===== config.mk =====
export PLATFORM = sky130hd
export DESIGN_NAME = dfd_cla_node_sequencer_flat
export DESIGN_NICKNAME = d
export VERILOG_FILES = /design/src/rtl/dfd_cla_node_sequencer_if.sv /design/src/rtl/dfd_cla_node_sequencer.sv /design/src/flat_wrapper.sv
export SDC_FILE = /design/constraint.sdc
export NUM_CORES = 1
export LEC_CHECK = 0
export ABC_CLOCK_PERIOD_IN_PS = 3500
export CAP_MARGIN = 20
export CORE_MARGIN = 5
export CORE_UTILIZATION = 39
export CTS_CLUSTER_SIZE = 14
export DETAILED_ROUTE_END_ITERATION = 6
export GPL_TIMING_DRIVEN = 0
export SYNTH_ARGS = -nofsm -noshare
export SYNTH_HDL_FRONTEND = slang
export SYNTH_SLANG_ARGS = --single-unit

===== constraint.sdc =====
create_clock -name clock -period 3.5 [get_ports clock]
set_clock_uncertainty 0.2 [all_clocks]
set_input_delay 0.525 -clock clock [delete_from_list [all_inputs] [get_ports clock]]
set_output_delay 0.525 -clock clock [all_outputs]
set_load 0.03 [all_outputs]

===== src/rtl/dfd_cla_node_sequencer_if.sv =====
// dfd_cla_node_sequencer_if: CSR control/status and EAP-set signals of the CLA node sequencer.
// node_history exists only when CLA_NODE_SEQ_HISTORY_EN is defined.
interface dfd_cla_node_sequencer_if #(
    parameter int NUM_NODES = 4,
    parameter int NODE_ID_W = $clog2(NUM_NODES),
    parameter int NUM_EAPS  = 4,
    parameter int TIMEOUT_W = 16,
    parameter int XCNT_W    = 16
);
    logic                 cla_enable;
    logic                 cla_start;
    logic                 cla_stop;
    logic [NODE_ID_W-1:0] start_node_id;
    logic [NUM_EAPS-1:0]  eap_hit;
    logic [NODE_ID_W-1:0] next_destination_node_id;
    logic [TIMEOUT_W-1:0] timeout_limit;
    logic [NODE_ID_W-1:0] timeout_dest_node_id;
    logic                 err_clear;
    logic [NODE_ID_W-1:0] current_node_id;
    logic                 enable_eap;
    logic [1:0]           seq_state;
    logic                 node_transition;
    logic                 timeout_pulse;
    logic [XCNT_W-1:0]    transition_count;
    logic                 node_id_err;
`ifdef CLA_NODE_SEQ_HISTORY_EN
    logic [4*NODE_ID_W-1:0] node_history;
`endif

    modport master (
        output cla_enable, cla_start, cla_stop, start_node_id, eap_hit,
               next_destination_node_id, timeout_limit, timeout_dest_node_id, err_clear,
        input
`ifdef CLA_NODE_SEQ_HISTORY_EN
              node_history,
`endif
              current_node_id, enable_eap, seq_state, node_transition, timeout_pulse,
              transition_count, node_id_err
    );

    modport slave (
        input  cla_enable, cla_start, cla_stop, start_node_id, eap_hit,
               next_destination_node_id, timeout_limit, timeout_dest_node_id, err_clear,
        output
`ifdef CLA_NODE_SEQ_HISTORY_EN
               node_history,
`endif
               current_node_id, enable_eap, seq_state, node_transition, timeout_pulse,
               transition_count, node_id_err
    );
endinterface


===== src/rtl/dfd_cla_node_sequencer.sv =====
// dfd_cla_node_sequencer: CLA node state machine owning current_node_id and gating enable_eap.
// Define CLA_NODE_SEQ_HISTORY_EN to add the node_history shift register output.
module dfd_cla_node_sequencer #(
    parameter int NUM_NODES = 4,
    parameter int NODE_ID_W = $clog2(NUM_NODES),
    parameter int NUM_EAPS  = 4,
    parameter int TIMEOUT_W = 16,
    parameter int XCNT_W    = 16
) (
    input logic                     clock,
    input logic                     reset,
    dfd_cla_node_sequencer_if.slave bus
);
    typedef enum logic [1:0] {IDLE, ARM, RUN, HALT} state_t;

    state_t               state, state_nx;
    logic [NODE_ID_W-1:0] node, node_nx;
    logic [TIMEOUT_W-1:0] dwell, dwell_nx;
    logic [XCNT_W-1:0]    cnt, cnt_nx;
    logic [NUM_EAPS-1:0]  hits;
    logic                 err, err_nx, en_eap, xt, tp;
    logic                 hit, run, arm, dest_ok, tdest_ok, start_ok, tmo, move_hit, move_tmo;

    function automatic logic in_range(input logic [NODE_ID_W-1:0] id);
        return 32'(id) < NUM_NODES;
    endfunction

    assign hits = bus.eap_hit;

    always_comb begin
        hit      = |hits;
        dest_ok  = in_range(bus.next_destination_node_id);
        tdest_ok = in_range(bus.timeout_dest_node_id);
        start_ok = in_range(bus.start_node_id);
        run      = bus.cla_enable && state == RUN;
        arm      = bus.cla_enable && state == IDLE && bus.cla_start;
        // Any hit, even one with a bad destination, suppresses the timeout.
        tmo      = run && !hit && bus.timeout_limit != '0 &&
                   dwell == TIMEOUT_W'(bus.timeout_limit - 1'b1);
        move_hit = run && hit && dest_ok && bus.next_destination_node_id != node;
        move_tmo = tmo && tdest_ok;
        state_nx = !bus.cla_enable ? IDLE :
                   state == IDLE   ? (bus.cla_start ? ARM : IDLE) :
                   state == ARM    ? RUN :
                   state == RUN    ? (bus.cla_stop ? HALT : RUN) :
                   (bus.cla_start && !bus.cla_stop ? RUN : HALT);
        node_nx  = !bus.cla_enable ? '0 :
                   arm      ? (start_ok ? bus.start_node_id : '0) :
                   move_hit ? bus.next_destination_node_id :
                   move_tmo ? bus.timeout_dest_node_id : node;
        dwell_nx = (!bus.cla_enable || state == IDLE || (run && hit && dest_ok) || tmo) ? '0 :
                   (!run || &dwell) ? dwell : dwell + 1'b1;
        cnt_nx   = arm ? '0 : ((move_hit || move_tmo) && !(&cnt)) ? cnt + 1'b1 : cnt;
        err_nx   = (arm && !start_ok) || (run && hit && !dest_ok) || (tmo && !tdest_ok) ||
                   (err && !bus.err_clear);
    end

    always_ff @(posedge clock or posedge reset) begin
        if (reset) begin
            state  <= IDLE;
            node   <= '0;
            dwell  <= '0;
            cnt    <= '0;
            err    <= 1'b0;
            en_eap <= 1'b0;
            xt     <= 1'b0;
            tp     <= 1'b0;
        end else begin
            state  <= state_nx;
            node   <= node_nx;
            dwell  <= dwell_nx;
            cnt    <= cnt_nx;
            err    <= err_nx;
            en_eap <= state_nx == RUN;
            xt     <= move_hit || move_tmo;
            tp     <= move_tmo;
        end
    end

    assign bus.current_node_id  = node;
    assign bus.enable_eap       = en_eap;
    assign bus.seq_state        = state;
    assign bus.node_transition  = xt;
    assign bus.timeout_pulse    = tp;
    assign bus.transition_count = cnt;
    assign bus.node_id_err      = err;

`ifdef CLA_NODE_SEQ_HISTORY_EN
    logic [4*NODE_ID_W-1:0] hist;

    // Pushed at the commit edge so the new entry is visible with node_transition.
    always_ff @(posedge clock or posedge reset) begin
        if (reset) hist <= '0;
        else if (arm) hist <= '0;
        else if (move_hit || move_tmo) hist <= {hist[3*NODE_ID_W-1:0], node};
    end

    assign bus.node_history = hist;
`endif
endmodule


===== src/flat_wrapper.sv =====
// flat-port wrapper written by rule: the top's interface ports become plain ports
module dfd_cla_node_sequencer_flat 
#(
    parameter int NUM_NODES = 4,
    parameter int NODE_ID_W = $clog2(NUM_NODES),
    parameter int NUM_EAPS  = 4,
    parameter int TIMEOUT_W = 16,
    parameter int XCNT_W    = 16
)
  (clock, reset, bus_cla_enable, bus_cla_start, bus_cla_stop, bus_start_node_id, bus_eap_hit, bus_next_destination_node_id, bus_timeout_limit, bus_timeout_dest_node_id, bus_err_clear, bus_current_node_id, bus_enable_eap, bus_seq_state, bus_node_transition, bus_timeout_pulse, bus_transition_count, bus_node_id_err);
  dfd_cla_node_sequencer_if #(.NUM_NODES(NUM_NODES), .NODE_ID_W(NODE_ID_W), .NUM_EAPS(NUM_EAPS), .TIMEOUT_W(TIMEOUT_W), .XCNT_W(XCNT_W)) bus_i ();
  input logic clock;
  input logic reset;
  input wire logic [$bits(bus_i.cla_enable)-1:0] bus_cla_enable;
  input wire logic [$bits(bus_i.cla_start)-1:0] bus_cla_start;
  input wire logic [$bits(bus_i.cla_stop)-1:0] bus_cla_stop;
  input wire logic [$bits(bus_i.start_node_id)-1:0] bus_start_node_id;
  input wire logic [$bits(bus_i.eap_hit)-1:0] bus_eap_hit;
  input wire logic [$bits(bus_i.next_destination_node_id)-1:0] bus_next_destination_node_id;
  input wire logic [$bits(bus_i.timeout_limit)-1:0] bus_timeout_limit;
  input wire logic [$bits(bus_i.timeout_dest_node_id)-1:0] bus_timeout_dest_node_id;
  input wire logic [$bits(bus_i.err_clear)-1:0] bus_err_clear;
  output wire logic [$bits(bus_i.current_node_id)-1:0] bus_current_node_id;
  output wire logic [$bits(bus_i.enable_eap)-1:0] bus_enable_eap;
  output wire logic [$bits(bus_i.seq_state)-1:0] bus_seq_state;
  output wire logic [$bits(bus_i.node_transition)-1:0] bus_node_transition;
  output wire logic [$bits(bus_i.timeout_pulse)-1:0] bus_timeout_pulse;
  output wire logic [$bits(bus_i.transition_count)-1:0] bus_transition_count;
  output wire logic [$bits(bus_i.node_id_err)-1:0] bus_node_id_err;
  assign bus_i.cla_enable = bus_cla_enable;
  assign bus_i.cla_start = bus_cla_start;
  assign bus_i.cla_stop = bus_cla_stop;
  assign bus_i.start_node_id = bus_start_node_id;
  assign bus_i.eap_hit = bus_eap_hit;
  assign bus_i.next_destination_node_id = bus_next_destination_node_id;
  assign bus_i.timeout_limit = bus_timeout_limit;
  assign bus_i.timeout_dest_node_id = bus_timeout_dest_node_id;
  assign bus_i.err_clear = bus_err_clear;
  assign bus_current_node_id = bus_i.current_node_id;
  assign bus_enable_eap = bus_i.enable_eap;
  assign bus_seq_state = bus_i.seq_state;
  assign bus_node_transition = bus_i.node_transition;
  assign bus_timeout_pulse = bus_i.timeout_pulse;
  assign bus_transition_count = bus_i.transition_count;
  assign bus_node_id_err = bus_i.node_id_err;
  dfd_cla_node_sequencer #(.NUM_NODES(NUM_NODES), .NODE_ID_W(NODE_ID_W), .NUM_EAPS(NUM_EAPS), .TIMEOUT_W(TIMEOUT_W), .XCNT_W(XCNT_W)) u_core (.clock(clock), .reset(reset), .bus(bus_i));
endmodule

### The metal 1 layer

Scale bar: 20 um.
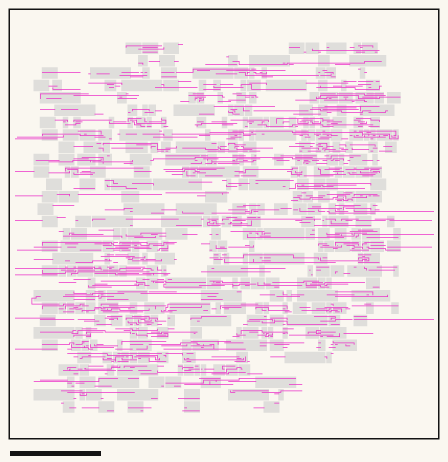
longest straight run: 24.4 um
wire length on this layer: 3520 um
share of all routed wire: 46%
main direction: horizontal
nets with wire on the layer: 392

### The metal 2 layer

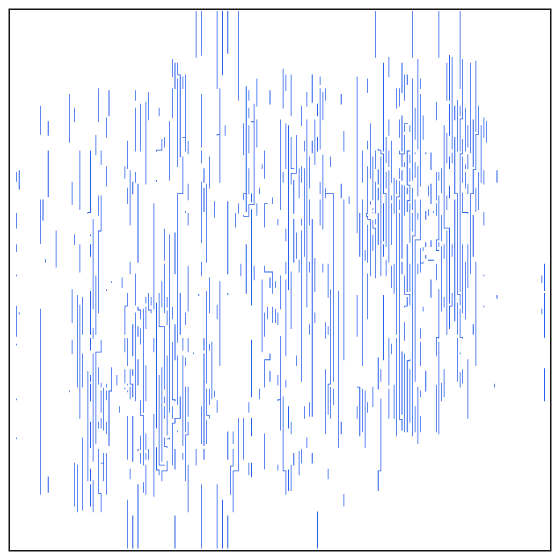
main direction: vertical
share of all routed wire: 47%

### The metal 3 layer

Scale bar: 20 um.
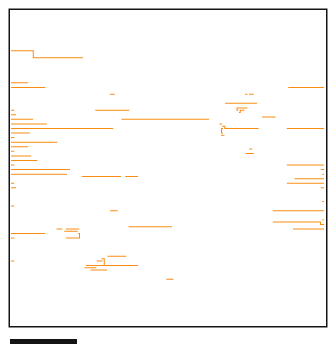
longest straight run: 30.1 um
nets with wire on the layer: 56
share of all routed wire: 5.4%
wire length on this layer: 418 um
main direction: horizontal

### Clock nets

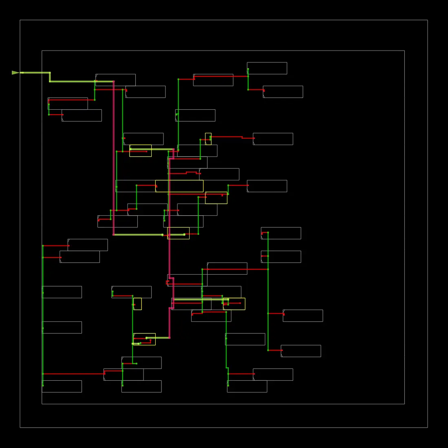
Latency at later pin: 0.30 ns
clock sinks: 40
Clock Buffer Count: 6
Flops: 40
total CTS buffers: 5

-- cells by family after synthesis --
kind of cell | count (synthesis) | synth area share
XOR/XNOR | 26 | 0.0875
buffers and inverters | 28 | 0.0413
multiplexers | 5 | 0.0190
AND/OR/NAND/NOR | 142 | 0.292
adder cells (fa/ha/maj) | 4 | 0.0181
flip-flops | 40 | 0.363
AND-OR/OR-AND | 75 | 0.180
-- flip-flops by register name, indices dropped and copies added, names as in the netlist --
signal and count:
u_core.bus.current_node_id 2, u_core.bus.enable_eap 1, u_core.bus.node_id_err 1, u_core.bus.node_transition 1, u_core.bus.seq_state 2, u_core.bus.timeout_pulse 1, u_core.bus.transition_count 16, u_core.dwell 16
-- worst max-delay path: cells and delay by family --
family / cells / cell delay, ns
AND-OR/OR-AND: 3 / 0.45
buffers and inverters: 3 / 0.72
AND/OR/NAND/NOR: 5 / 1.68
-- power groups by stage --
stage / clock network [mW] / registers, mW / logic, mW
4_1_cts: 0.387 / 0.483 / 0.196
2_1_floorplan: 0 / 0.509 / 0.0821
6_report: 0.380 / 0.483 / 0.200
3_5_place_dp: 0 / 0.491 / 0.192
3_3_place_gp: 0 / 0.492 / 0.189
5_1_grt: 0.407 / 0.485 / 0.218
-- how the worst min path moves through the flow --
stage                                      start                endpoint  slack [ns]  cells past startpoint
after floorplan                 u_core.dwell[14]        u_core.dwell[14]        0.34                      2
after global routing      u_core.bus.node_id_err  u_core.bus.node_id_err        0.36                      1
after detailed placement  u_core.bus.node_id_err  u_core.bus.node_id_err        0.29                      1
final                     u_core.bus.node_id_err  u_core.bus.node_id_err        0.31                      1
after CTS                 u_core.bus.node_id_err  u_core.bus.node_id_err        0.32                      1
after global placement    u_core.bus.node_id_err  u_core.bus.node_id_err        0.29                      1
==> results.yml <==
# yosys + openroad results
run_status:
  status: "completed"
final_layout:
  final_util: 0.540
  diodes: 0
  finish.cell_count_without_fillers: 483
  drive_gt1_frac: 0.142
  design_area_um2: 3690
global_route:
  grt_max_degree: 41
  grt_pass1_wl_um: 12600
  top_usage_layer: "met2"
  grt_use_met2: 0.289
  use_met3: 0.0401
routing:
  first_pass_iters: 5
  wl_met2_um: 3620
logic_synthesis:
  yosys_cells: 320
  largest_area_cell: "dfrtp_1"
  synth-seq-cells: 40
critical_path:
  critical_path_class: "input port to flip-flop"
  r2r_end: "u_core.bus.transition_count[5]"
  crit_fanout: 10
  crit_top_cell: "or4_1"
final_timing:
  fmax_ghz: 0.297
  fin_crit_ns: 3.37
cts:
  cts_buffer_depth: 2
  cts-htree-levels: 2
placement:
  dp_hpwl_um: 5600
floorplan:
  core_region_area_um2: 6830
  boundaryPins: 56
Power and IR drop assume default switching activity.
